metal_stack.png
Scale bar: 100 um. Only two layers are drawn.
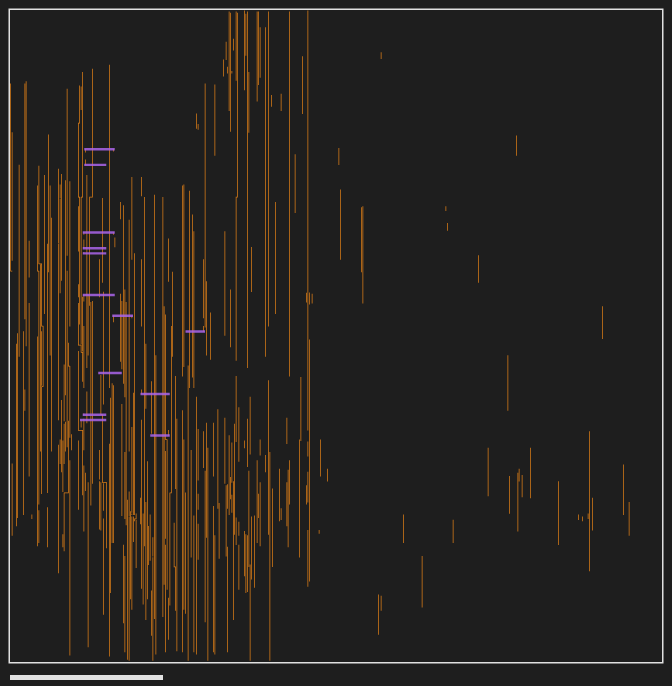
zoom.png
Scale bar: 5 um. Window x 309 to 329, y 309 to 329 um. Cells in gray, sequential cells in the stronger gray; small squares are vias.
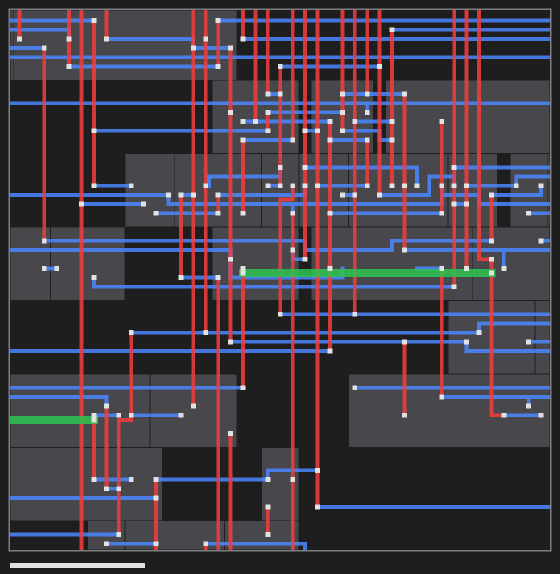
==> config.mk <==
export PLATFORM = sky130hd
export DESIGN_NAME = aes256_inv_key_sched
export DESIGN_NICKNAME = d
export VERILOG_FILES = /design/src/rtl/aes256_inv_key_sched.sv
export SDC_FILE = /design/constraint.sdc
export NUM_CORES = 2
export LEC_CHECK = 0
export CORE_MARGIN = 2
export CORE_UTILIZATION = 45
export CTS_CLUSTER_SIZE = 30
export DETAILED_ROUTE_END_ITERATION = 10
export DONT_BUFFER_PORTS = 1
export PLACE_DENSITY = 0.59
export SYNTH_ARGS = -nofsm -noshare
export SYNTH_HDL_FRONTEND = slang
export SYNTH_SLANG_ARGS = --single-unit
==> constraint.sdc <==
create_clock -name clk -period 30.3 [get_ports clk]
set_input_delay 7.575 -clock clk [delete_from_list [all_inputs] [get_ports clk]]
set_output_delay 7.575 -clock clk [all_outputs]
set_load 0.005 [all_outputs]
==> results.toml <==
# flow metrics
[outcome]
status = "finished clean"

[setup_path]
path_common_cell = "xnor3_1"
worstRegToRegCells = 60
worst-endpoint-arrival_ns = 23.17
worst-path-max-fanout = 48
r2r_slack_ns = 7.59
worstSetupPathType = "flop to flop"
startpoint_type = "flop"
cp_top_family = "XOR/XNOR gates"
cpMaxStageDelayCell = "xnor3_1"
crit_path_end_kind = "flop"
path_buffers = 7
cp.required_ns = 30.76
cpPeakStageDelay_ns = 0.80
cp.depth = 60

[clock_network]
postCtsHoldBufs = 0
cts_buffer_depth = 3
clock_latency_ns = 0.59
clock-root-buffer = "clkbuf_16"
cts_max_level = 1
post_cts_buffers = 0
cts_resized = 0
cts_tree = "done"
clkTransAtPathRegs_ns = 0.07
cts_buffers = 27
cts_sinks = 271

[synthesis]
yosys-stat-area_um2 = 80100
syn_inst = 10100
mux_area_share_pct = 8.41
ff_type = "dfrtp_1"
ys_warn_count = 0
yosysTopAreaCellShare_pct = 17.7
netlist_area_um2 = 80100
adder_share_pct = 0.619
yosys-top-cells-count = "1,622 x xnor2_1, 1,493 x nor2_1, 926 x nand2_1"
logic_family = "XOR/XNOR gates"
synth-simple-area-share_pct = 17.9
yosys_cells = 10100
synth.avg_cell_area_um2 = 7.89
yosysTopAreaCell = "xnor2_1"
synth_seq_share_pct = 8.47
synth-seq-cells = 271
xor_share_pct = 42.2
synth.distinct_cells = 117
edf_count = 0
synth.top_cells.by_area = "xnor2_1 18%, xnor3_1 11%, dfrtp_1 8.5%, nor2_1 7.0%, xor2_1 6.4%"
synthAoiAreaFrac_pct = 17.6
top_cell = "xnor2_1"
syn_nets = 10400
async_reset_ff_share_pct = 100

[final_layout]
flop_area_um2 = 6790
seq_share_pct = 8.17
n_all_buffers = 271
largest_reg_flops = 256
fin_cells = 12100
layout_top_cell = "xnor2_1"
sh_comb_area_pct = 84.2
clock_buffers = 37
comb_cells = 9010
seq_cells = 271
clk_share_pct = 0.977
final_util_pct = 47.0
final_layout_size_suffix_gt1_share_pct = 9.59
fill_cells = 17500
inv_count = 109
combGateArea_um2 = 69900
fin_area_um2 = 83000
final_layout_top_logic_cells = "1,593 x xnor2_1, 1,491 x nor2_1, 925 x nand2_1"
antennaDiodeCount = 29
area_growth_pct = 3.66
buf_share_pct = 2.51
largest_cell_class = "logic gates"
final_nets = 9984

[floorplanning]
die_y_um = 426
num_tap_cells = 2340
rows = 154
core-area_um2 = 176000
dieArea_um2 = 181000
ios = 394
fp_util_pct = 45.4
die_w_um = 426

[sta]
fin_setup_tns_ns = 0
max_freq_ghz = 0.0440
fin_crit_ns = 22.71
rsz0062_at_grt = "no"
hold_viol = 0
finalSetupViolCount = 0
setup_slack_ns = 7.59
finClkSkew_ns = 0.0114
report.final.slew_viol_count = 0
hold_slack_ns = 0.494
tightest_slew_ns = 1.40
slew-limit-headroom_pct = 6.36
timing.final.crit_share_pct = 75.0

[job]
drv_cap = 0
warning_count = 50

[global_route]
grt_max_degree = 272
use_met3_pct = 5.29
overflow = 0
grt_pass1_vias = 70100
gr-usage-met2_pct = 50.2
antenna_found_initial = 38
grt_util_all_layers_pct = 31.7
gr-usage-met1_pct = 41.4
grt-busiest-layer = "met2"
grt_pass1_wl_um = 453000

[placement]
dp_hpwl_um = 220000
placed_area_um2 = 82100
post-place-ws_ns = 8.02
place_inst = 12000
place_congestion = 0.979
port_buffers = 0

[route]
dr_wl_met3_um = 24600
wl_met2_um = 134000
drt_iter0_drc = 8191
routed_wl_um = 299000
drc_errors = 0
ant_nets = 0
dr.pass1.iters = 7
wl_met1_um = 122000
top_layer = "met5"
viasPerCell = 6.21

[hold_path]
hold_path.class = "flop to flop"
worstHoldPathCells = 2
-- metal_stack.png (at the start) --
[purple] met5 | wire length: 192 um
[orange] met4 | wire length: 18,100 um
vias: 75.0k
WL/cell: 24.7 um

-- zoom.png (at the start) --
[blue] met1
[red] met2
[green] met3
cells with their middle in the window: 21
most frequent: xnor2_1 (5), xnor3_1 (4), nor3_1 (3)
sequential cells in the window: 0

